### src/rtl/soi_obs_pkg.sv
// Shared types and default widths for the SOI capture scheduler.
package soi_obs_pkg;

    localparam int NUM_SOI_DEF = 4;
    localparam int DATA_W_DEF  = 8;
    localparam int DEPTH_DEF   = 8;
    localparam int TS_W_DEF    = 16;

    localparam int CH_W  = $clog2(NUM_SOI_DEF);
    localparam int REC_W = TS_W_DEF + CH_W + DATA_W_DEF;
    localparam int CNT_W = $clog2(DEPTH_DEF) + 1;

    // One change record as it sits in the FIFO and appears on rd_data.
    typedef struct packed {
        logic [TS_W_DEF-1:0]   ts;
        logic [CH_W-1:0]       ch_id;
        logic [DATA_W_DEF-1:0] value;
    } soi_rec_t;

    typedef enum logic [1:0] {
        DISABLED = 2'd0,
        PRIME    = 2'd1,
        RUN      = 2'd2
    } soi_state_t;

endpackage

### src/rtl/soi_capture_sched_if.sv
// Host-side read port of the SOI capture scheduler.
//
// Handshake: rd_valid is high whenever the FIFO head holds a record and
// rd_data shows that head (show-ahead). The record is consumed on the rising
// clock edge where rd_req && rd_valid; rd_req while rd_valid is low does
// nothing. clr_ovf is a one-cycle request to clear the sticky overflow flag.
interface soi_capture_sched_if #(
    parameter int REC_W = soi_obs_pkg::REC_W,
    parameter int CNT_W = soi_obs_pkg::CNT_W
);
    logic             rd_req;
    logic             clr_ovf;
    logic             rd_valid;
    logic [REC_W-1:0] rd_data;
    logic [CNT_W-1:0] count;
    logic             overflow;

    modport master (output rd_req, clr_ovf, input rd_valid, rd_data, count, overflow);
    modport slave  (input rd_req, clr_ovf, output rd_valid, rd_data, count, overflow);
endinterface

### src/rtl/soi_rr_arbiter.sv
// Combinational round-robin arbiter: first requester at or after ptr wins.
module soi_rr_arbiter #(
    parameter int NUM_SOI = 4,
    parameter int ID_W    = $clog2(NUM_SOI)
) (
    input  logic [NUM_SOI-1:0] req,
    input  logic [ID_W-1:0]    ptr,
    input  logic               en,
    output logic [NUM_SOI-1:0] grant,
    output logic [ID_W-1:0]    grant_idx,
    output logic               valid
);

    logic [ID_W-1:0] idx;

    // Scan channels starting at ptr, wrapping, and keep the first hit.
    always_comb begin
        grant     = '0;
        grant_idx = '0;
        valid     = 1'b0;
        idx       = '0;
        if (en) begin
            for (int k = 0; k < NUM_SOI; k++) begin
                idx = ID_W'((int'(ptr) + k) % NUM_SOI);
                if (!valid && req[idx]) begin
                    valid      = 1'b1;
                    grant[idx] = 1'b1;
                    grant_idx  = idx;
                end
            end
        end
    end

endmodule

### src/rtl/soi_capture_sched.sv
// SOI capture scheduler: detects probe value changes, arbitrates pending
// channels round-robin and stores timestamped records in a show-ahead FIFO.
module soi_capture_sched
    import soi_obs_pkg::*;
#(
    parameter int NUM_SOI = NUM_SOI_DEF,
    parameter int DATA_W  = DATA_W_DEF,
    parameter int DEPTH   = DEPTH_DEF,
    parameter int TS_W    = TS_W_DEF
) (
    input  logic                      clk,
    input  logic                      rst_n,
    input  logic                      enable,
    input  logic [NUM_SOI-1:0]        soi_mask,
    input  logic [NUM_SOI*DATA_W-1:0] soi_val,
    soi_capture_sched_if.slave        host,
    output soi_state_t                dbg_state
);

    localparam int ID_W = $clog2(NUM_SOI);
    localparam int AW   = $clog2(DEPTH);
    localparam int RW   = TS_W + ID_W + DATA_W;

    soi_state_t        state_q, state_d;
    logic [TS_W-1:0]   ts_q;
    logic [DATA_W-1:0] last_q [NUM_SOI];
    logic [DATA_W-1:0] val_q  [NUM_SOI];
    logic [TS_W-1:0]   tsl_q  [NUM_SOI];
    logic [NUM_SOI-1:0] pend_q, chg, gnt;
    logic [ID_W-1:0]   rr_q, gnt_idx;
    logic              gnt_vld, arb_en;
    logic [RW-1:0]     mem [DEPTH];
    logic [AW-1:0]     wr_ptr, rd_ptr;
    logic [AW:0]       cnt_q;
    logic              full, empty, pop, push, lost, ovf_q;

    assign empty  = (cnt_q == '0);
    assign full   = (cnt_q == (AW+1)'(DEPTH));
    assign pop    = host.rd_req && !empty;
    // Nothing is granted while disabling; a full FIFO accepts a push only alongside a pop.
    assign arb_en = enable && (!full || pop);
    assign push   = gnt_vld;
    // A change is lost when it lands on a pending channel that is not draining this cycle.
    assign lost   = |(chg & pend_q & ~gnt);

    // Free-running timestamp, independent of the capture state.
    always_ff @(posedge clk or negedge rst_n) begin
        if (!rst_n) ts_q <= '0;
        else        ts_q <= ts_q + 1'b1;
    end

    // State register.
    always_ff @(posedge clk or negedge rst_n) begin
        if (!rst_n) state_q <= DISABLED;
        else        state_q <= state_d;
    end

    // Next state: PRIME lasts exactly one cycle; dropping enable always wins.
    always_comb begin
        state_d = state_q;
        case (state_q)
            DISABLED: if (enable) state_d = PRIME;
            PRIME:    state_d = RUN;
            default:  state_d = RUN;
        endcase
        if (!enable) state_d = DISABLED;
    end

    // Change detect, only while running with the channel unmasked.
    always_comb begin
        chg = '0;
        for (int i = 0; i < NUM_SOI; i++) begin
            chg[i] = (state_q == RUN) && enable && soi_mask[i] &&
                     (soi_val[i*DATA_W +: DATA_W] != last_q[i]);
        end
    end

    soi_rr_arbiter #(.NUM_SOI(NUM_SOI), .ID_W(ID_W)) u_arb (
        .req       (pend_q),
        .ptr       (rr_q),
        .en        (arb_en),
        .grant     (gnt),
        .grant_idx (gnt_idx),
        .valid     (gnt_vld)
    );

    // Per-channel last value, pending flag and latched record fields.
    always_ff @(posedge clk or negedge rst_n) begin
        if (!rst_n) begin
            pend_q <= '0;
            for (int i = 0; i < NUM_SOI; i++) begin
                last_q[i] <= '0;
                val_q[i]  <= '0;
                tsl_q[i]  <= '0;
            end
        end else begin
            for (int i = 0; i < NUM_SOI; i++) begin
                if (state_q != DISABLED) last_q[i] <= soi_val[i*DATA_W +: DATA_W];
                if (!enable) begin
                    pend_q[i] <= 1'b0;
                end else if (chg[i]) begin
                    pend_q[i] <= 1'b1;
                    val_q[i]  <= soi_val[i*DATA_W +: DATA_W];
                    tsl_q[i]  <= ts_q;
                end else if (gnt[i]) begin
                    pend_q[i] <= 1'b0;
                end
            end
        end
    end

    // Round-robin pointer moves just past the last granted channel.
    always_ff @(posedge clk or negedge rst_n) begin
        if (!rst_n)       rr_q <= '0;
        else if (gnt_vld) rr_q <= (gnt_idx == ID_W'(NUM_SOI - 1)) ? '0 : gnt_idx + 1'b1;
    end

    // Sticky overflow; a new loss beats a clear in the same cycle.
    always_ff @(posedge clk or negedge rst_n) begin
        if (!rst_n)            ovf_q <= 1'b0;
        else if (lost)         ovf_q <= 1'b1;
        else if (host.clr_ovf) ovf_q <= 1'b0;
    end

    // FIFO pointers and exact occupancy.
    always_ff @(posedge clk or negedge rst_n) begin
        if (!rst_n) begin
            wr_ptr <= '0;
            rd_ptr <= '0;
            cnt_q  <= '0;
        end else begin
            if (push) wr_ptr <= wr_ptr + 1'b1;
            if (pop)  rd_ptr <= rd_ptr + 1'b1;
            if (push && !pop)      cnt_q <= cnt_q + 1'b1;
            else if (pop && !push) cnt_q <= cnt_q - 1'b1;
        end
    end

    // FIFO storage; when full, the slot written is the one being popped.
    always_ff @(posedge clk) begin
        if (push) mem[wr_ptr] <= {tsl_q[gnt_idx], gnt_idx, val_q[gnt_idx]};
    end

    assign host.rd_valid = !empty;
    assign host.rd_data  = empty ? '0 : mem[rd_ptr];
    assign host.count    = cnt_q;
    assign host.overflow = ovf_q;
    assign dbg_state     = state_q;

endmodule
### src/flat_wrapper.sv
// flat-port wrapper written by rule: the top's interface ports become plain ports
module soi_capture_sched_flat import soi_obs_pkg::*;
#(
    parameter int NUM_SOI = NUM_SOI_DEF,
    parameter int DATA_W  = DATA_W_DEF,
    parameter int DEPTH   = DEPTH_DEF,
    parameter int TS_W    = TS_W_DEF
)
  (clk, rst_n, enable, soi_mask, soi_val, dbg_state, host_rd_req, host_clr_ovf, host_rd_valid, host_rd_data, host_count, host_overflow);
  soi_capture_sched_if host_i ();
  input  logic clk;
  input  logic rst_n;
  input  logic enable;
  input  logic [NUM_SOI-1:0] soi_mask;
  input  logic [NUM_SOI*DATA_W-1:0] soi_val;
  output soi_state_t dbg_state;
  input wire logic [$bits(host_i.rd_req)-1:0] host_rd_req;
  input wire logic [$bits(host_i.clr_ovf)-1:0] host_clr_ovf;
  output wire logic [$bits(host_i.rd_valid)-1:0] host_rd_valid;
  output wire logic [$bits(host_i.rd_data)-1:0] host_rd_data;
  output wire logic [$bits(host_i.count)-1:0] host_count;
  output wire logic [$bits(host_i.overflow)-1:0] host_overflow;
  assign host_i.rd_req = host_rd_req;
  assign host_i.clr_ovf = host_clr_ovf;
  assign host_rd_valid = host_i.rd_valid;
  assign host_rd_data = host_i.rd_data;
  assign host_count = host_i.count;
  assign host_overflow = host_i.overflow;
  soi_capture_sched #(.NUM_SOI(NUM_SOI), .DATA_W(DATA_W), .DEPTH(DEPTH), .TS_W(TS_W)) u_core (.clk(clk), .rst_n(rst_n), .enable(enable), .soi_mask(soi_mask), .soi_val(soi_val), .host(host_i), .dbg_state(dbg_state));
endmodule
### config.mk
export PLATFORM = sky130hd
export DESIGN_NAME = soi_capture_sched_flat
export DESIGN_NICKNAME = d
export VERILOG_FILES = /design/src/rtl/soi_obs_pkg.sv /design/src/rtl/soi_capture_sched_if.sv /design/src/rtl/soi_rr_arbiter.sv /design/src/rtl/soi_capture_sched.sv /design/src/flat_wrapper.sv
export SDC_FILE = /design/constraint.sdc
export NUM_CORES = 1
export LEC_CHECK = 0
export ABC_AREA = 1
export CORE_MARGIN = 2
export CORE_UTILIZATION = 65
export CTS_BUF_LIST = sky130_fd_sc_hd__clkbuf_4
export CTS_CLUSTER_DIAMETER = 120
export DETAILED_ROUTE_END_ITERATION = 6
export MAX_ROUTING_LAYER = met4
export PLACE_DENSITY = 0.89
export SLEW_MARGIN = 30
export SYNTH_ARGS = -nofsm -noshare
export SYNTH_HDL_FRONTEND = slang
export SYNTH_SLANG_ARGS = --single-unit
### constraint.sdc
create_clock -name clk -period 8.15 [get_ports clk]
set_input_delay 1.2225 -clock clk [delete_from_list [all_inputs] [get_ports clk]]
set_output_delay 1.2225 -clock clk [all_outputs]
set_load 0.05 [all_outputs]
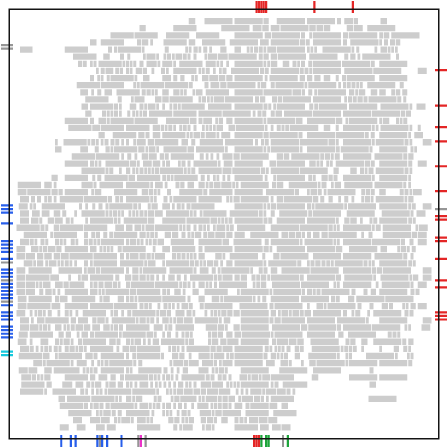
Run 1: pin map
Pins as bars across the die edge, other pins in grey.
Key: blue = soi_val [pins 32, direction input, edge 25 left, 7 bottom]; red = host_rd_data [pins 26, direction output, edge 16 right, 7 top, 3 bottom]; green = host_count [pins 4, direction output, edge bottom]; cyan = dbg_state [pins 2, direction output, edge left]; magenta = host_overflow [pins 1, direction output, edge bottom]
die height: 163.3 um
die width: 163.3 um
port bufs: 74

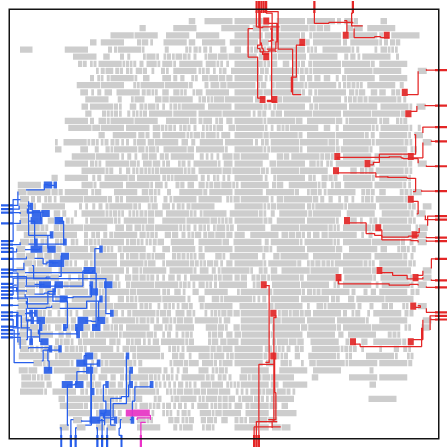
Run 1: nets reached from selected ports
Key: blue = soi_val [bits 32, direction input, end cells 65, buffers 32, wire 917 um]; magenta = host_overflow [bits 1, direction output, end cells 1, buffers 1, wire 15.4 um]; red = host_rd_data [bits 26, direction output, end cells 26, buffers 26, wire 820 um]
I/O pins: 75

==> out/metrics.csv, run 1 <==
metric,value,unit
grt_setup_unrepaired,no,
fp_util,65.91,%
warnings,35,
whs,475.6,ps
fin_crit_sh,67.93,%
wl_met2,17.75,mm
seq_cells,371,
aoi_share,10.31,%
r2r_setup_slack,3840,ps
grt_use_met3,5.434,%
dieArea,0.02668,mm2
detail-route-antenna-nets,0,
fmax,180.6,MHz
cp-endpoint,host_rd_data[0],
power,0.007752,W
placement_rows,58,
comb_area_share,28.86,%
core_area,0.02504,mm2
vias,12270,
cts_tree,done,
p_per_area,418.0,mW/mm2
p_comb,0.00340,W
clk_pin_slew,70,ps
tap_cells,330,
critical_path_arrival,4310,ps
drtIter0Drc,1296,
outcome,"complete, no violations",
drc,0,
worst_slack,2613,ps
fill_cells,1576,
clock_cell_area_share,5.830,%
post_dp_cell_area,0.01745,mm2
p_int,0.004371,W
clockPowerShare,18.8,%
fin_util,74.07,%
top_usage_layer,met2,
routed.top_layer,met4,
avgSynthCellArea,10.33,um2
hpwl,21.60,mm
seq_power_share,37.3,%
design_area,0.01854,mm2
logic_area,0.005353,mm2
ys_sh_simple,17.95,%
place_inst,1933,
synth_stat.cells,1598,
hold_path_end,u_core.tsl_q[36]$_DFFE_PN0P_,
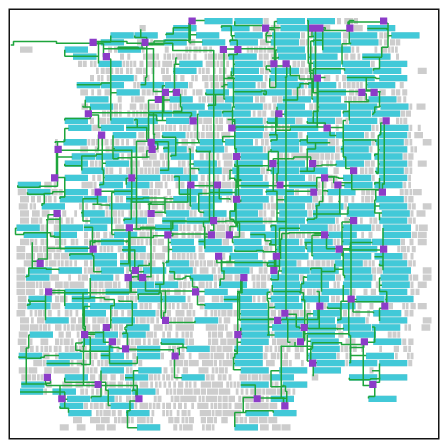
Run 1: clock wires, drivers and flops
Key: cyan = flip-flops [count 371]; green = clock wires [length 4530 um]; purple = clock drivers [count 89]
There are 90 routed clock nets.
P_clk: 0.00146 W
Layout Skew: 46.40 ps
Late-Pin Clk Latency: 740 ps

==> run 1: sequential cells by signal, summed over array words and instances (netlist names) <==
register / cells
u_core.rd_ptr: 3
u_core.val_q: 32
u_core.mem: 208
u_core.wr_ptr: 3
u_core.dbg_state: 2
u_core.pend_q: 4
u_core.tsl_q: 64
u_core.host.count: 4
u_core.rr_q: 2
u_core.ts_q: 16
u_core.last_q: 32
u_core.host.overflow: 1
==> run 1: worst max-delay path: stages, from the launching register on <==
cell             delay [ps]
dfrtp_1                 330
buf_4                   470
clkinv_1                800
buf_4                   530
o21ai_0                 130
o22ai_1                 100
o21ai_0                 300
a31oi_1                 110
clkdlybuf4s50_1         740
==> run 1: cell usage after synthesis (3+ instances only) <==
library cell	instances	area, um2
nand2_1	272	1021
o21ai_0	257	1286
edfxtp_1	208	6246
nor2_1	189	709.4
dfrtp_1	163	4079
inv_1	114	427.9
clkbuf_1	65	244.0
nand3_1	52	260.3
nand3b_1	39	292.8
a31oi_1	26	162.7
o22ai_1	26	162.7
xnor2_1	24	210.2
nand3_2	20	200.2
xor2_1	19	166.4
ha_1	14	175.2
nand2_2	12	75.07
buf_2	11	55.05
nand3b_2	11	123.9
nand4_1	9	56.30
a21oi_1	7	35.03
inv_2	7	26.28
or2_2	7	43.79
mux2_2	5	56.30
nand2_4	5	56.30
nor3_1	5	25.02
buf_4	4	30.03
buf_8	3	45.04
--- run 2 (diff from run 1) ---
--- a/config.mk
+++ b/config.mk
@@ -7,12 +7,12 @@
 export LEC_CHECK = 0
 export ABC_AREA = 1
 export CORE_MARGIN = 2
-export CORE_UTILIZATION = 65
+export CORE_UTILIZATION = 57
 export CTS_BUF_LIST = sky130_fd_sc_hd__clkbuf_4
 export CTS_CLUSTER_DIAMETER = 120
 export DETAILED_ROUTE_END_ITERATION = 6
 export MAX_ROUTING_LAYER = met4
-export PLACE_DENSITY = 0.89
+export PLACE_DENSITY = 0.83
 export SLEW_MARGIN = 30
 export SYNTH_ARGS = -nofsm -noshare
 export SYNTH_HDL_FRONTEND = slang
==> constraint.sdc (replaced) <==
create_clock -name clk -period 5 [get_ports clk]
set_input_delay 0.75 -clock clk [delete_from_list [all_inputs] [get_ports clk]]
set_output_delay 0.75 -clock clk [all_outputs]
set_load 0.05 [all_outputs]
==> run 2 against run 1 <==
Net effect:
- clock power grew 63%
- non-clock buffer count grew 6
- global-route usage shrank 5.4 points
- sequential cell count is the same
- first-iteration DRC count shrank 6.4%
- sequential power grew 61%
- hold slack lost 410 ps
==> out/metrics.csv, run 2 <==
metric,value,unit,change
ff_type,edfxtp_1,,unchanged
p_leak,7.762,nW,was 7.628 nW
synth_flops,371,,unchanged
warnings,35,,unchanged
via_per_inst,5.529,,was 5.882
core_area,0.02863,mm2,was 0.02504 mm2
critical_path_arrival,3010,ps,was 4310 ps
outcome,"complete, no violations",,unchanged
hpwl,20.68,mm,was 21.60 mm
avgSynthCellArea,10.33,um2,unchanged
yosysTopAreaCell,edfxtp_1,,unchanged
fin_crit_sh,75.22,%,
critical-path-max-stage-delay,550,ps,was 800 ps
antenna_found_initial,1,,unchanged
port-buffer-count,74,,unchanged
synthTopCellsByCount,"nand2_1, o21ai_0, edfxtp_1, nor2_1, dfrtp_1",,unchanged
startpoint_type,flip-flop,,unchanged
design_area,0.01877,mm2,was 0.01854 mm2
top_cell,nand2_1,,unchanged
vias,11890,,was 12270
synth.area.top_cells,"edfxtp_1, dfrtp_1, o21ai_0",,unchanged
dieArea,0.03033,mm2,was 0.02668 mm2
yosys_warnings,0,,unchanged
detail-route-antenna-nets,0,,unchanged
ios,75,,unchanged
fin_nets,1760,,was 1750
slowest_stage,buf_4,,was clkinv_1
fin_tns_setup,0,ps,unchanged
final_layout_top_logic_cell,nand2_1,,unchanged
p_per_area,683.2,mW/mm2,was 418.0 mW/mm2
syn_nets,1654,,unchanged
fin_util,65.56,%,was 74.07%
place_inst,1993,,was 1933
clk_pin_slew,60,ps,was 70 ps
clk_latency,740,ps,about the same
critPathMaxFanout,65,,was 54
drc,0,,unchanged
hold_viol,0,,unchanged
grt_setup_unrepaired,no,,unchanged
final_cell_count_no_fill,2151,,was 2086
irDropWorstVdd,348.4,uV,was 326.0 uV
crit_path_cell_trace,inv_2 -> buf_4 -> o21ai_0 -> o22ai_1 -> o21ai_0 -> a31oi_1 -> buf_12,,was buf_4 -> clkinv_1 -> buf_4 -> o21ai_0 -> o22ai_1 -> o21ai_0 -> a31oi_1 -> clkdlybuf4s50_1
fin_crit,3761,ps,
largest_reg_flops,208,,unchanged
largest_register,u_core.mem,,unchanged
synth_top_area_share,37.85,%,unchanged
slew_viol_final,0,,unchanged
drive_above_1_share,15.86,%,was 13.85%
reg.largest.list,"u_core.mem x208, u_core.tsl_q x64",,unchanged
die_w,174.2,um,was 163.3 um
power,0.01282,W,was 0.007752 W
path_buffers,3,,was 4
cts_tree,done,,unchanged
path_common_cell,o21ai_0,,
worst_slack,1239,ps,was 2613 ps
grt_pass1_wl,56.78,mm,was 59.35 mm
synth_stat.cells,1598,,unchanged
placement_rows,62,,was 58
fp_util,57.65,%,was 65.91%
cap_violations,0,,unchanged
place_congestion,0.8458,,was 0.9209
routedWlPerCell,16.38,um,was 17.78 um
post_dp_cell_area,0.01764,mm2,was 0.01745 mm2
wirelength,35.24,mm,was 37.09 mm
fmax,265.9,MHz,
whs,66.21,ps,was 475.6 ps
drtIter0Drc,1213,,was 1296
dieHeight,174.2,um,was 163.3 um
synth_async_sr_flop_share,43.94,%,unchanged
critPathTopFamily,buffers and inverters,,unchanged
slew-limit-headroom,46.38,%,was 36.32%
numCtsBuffers,93,,was 89
grt_pass1_vias,11670,,was 12080
first_pass_iters,5,,was 6
-- run 2: cell counts after synthesis --
No cell type changed its count.
-- run 2: worst paths after layout --
check,start,end,slack [ps],cells after the start
setup / recovery,u_core.rd_ptr[0]$_DFFE_PN0P_,host_rd_data[12],1240,7
hold / removal,rst_n,u_core.tsl_q[6]$_DFFE_PN0P_,70,1
setup reg to reg,u_core.rr_q[0]$_DFFE_PN0P_,u_core.mem[1][7]$_DFFE_PP_,1350,13
hold reg to reg,u_core.ts_q[5]$_DFF_PN0_,u_core.tsl_q[53]$_DFFE_PN0P_,460,2
max in group asynchronous,rst_n,u_core.last_q[24]$_DFFE_PN0N_,3820,2
min in group clk,u_core.ts_q[5]$_DFF_PN0_,u_core.tsl_q[53]$_DFFE_PN0P_,460,2
-- run 2: power breakdown --
part	internal, W	switching [W]	leakage, nW
Sequential	0.00441	0.000243	3.98
Clock	0.00121	0.00117	0.663
Combinational	0.00175	0.00403	3.11
Total	0.00738	0.00544	7.76
-- run 2: layer usage --
metal	global-route usage, %	vias to the layer above	share of wire (%)	wire (um)
met5	-	-	0	0
met4	8.193	0	1.9	660
met3	4.243	64	6.9	2425
met2	38.89	441	49	17220
li1	-	5653	-	-
met1	30.82	5734	42	14940
-- run 2: final cells by class --
class                   count  area [um2]
multi-input cells        1016        5335
inverters                 124       467.9
clock buffers             132       991.0
fillers                  2087        9858
diodes                      1       2.502
clock inverters            25       120.1
flip-flops and latches    371       10330
repair buffers             98        1044
well taps                 384       480.5
-- run 2: kinds of logic (layout without fill, tap and decap cells) --
group	Yosys count	in the layout	synth area share (%)
compound gates	324	324	10.31
xor+xnor	43	43	2.282
fa+ha+maj	15	15	1.183
buf+inv	211	379	5.361
flops	371	371	62.57
mux	5	5	0.3412
other cells	0	1	0
simple gates	629	629	17.95
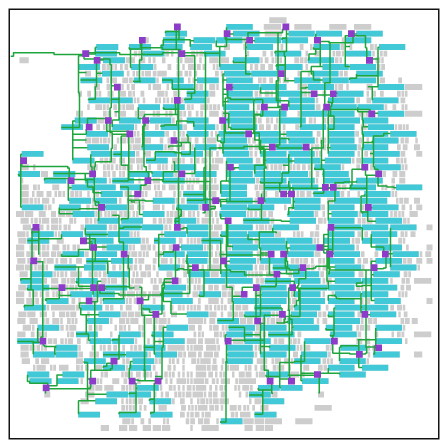
Run 2: clock wires, drivers and flops
Key: green = clock wires [length 4450 um]; purple = clock drivers [count 93]; cyan = flip-flops [count 371]
Position of the flops: spread over the die.
Layout Skew: 57.86 ps
P_clk: 0.00238 W

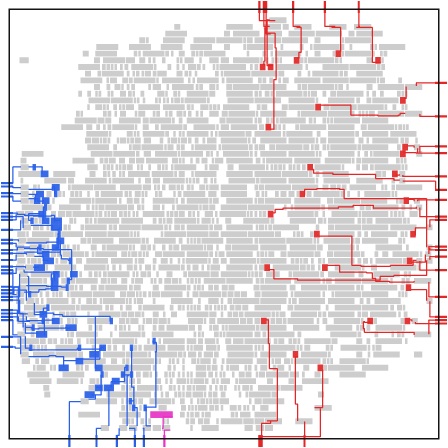
Run 2: nets reached from selected ports
Key: magenta = host_overflow [bits 1, direction output, end cells 1, buffers 1, wire 14.1 um]; red = host_rd_data [bits 26, direction output, end cells 26, buffers 26, wire 962 um]; blue = soi_val [bits 32, direction input, end cells 65, buffers 32, wire 847 um]

Power and IR drop assume default switching activity.
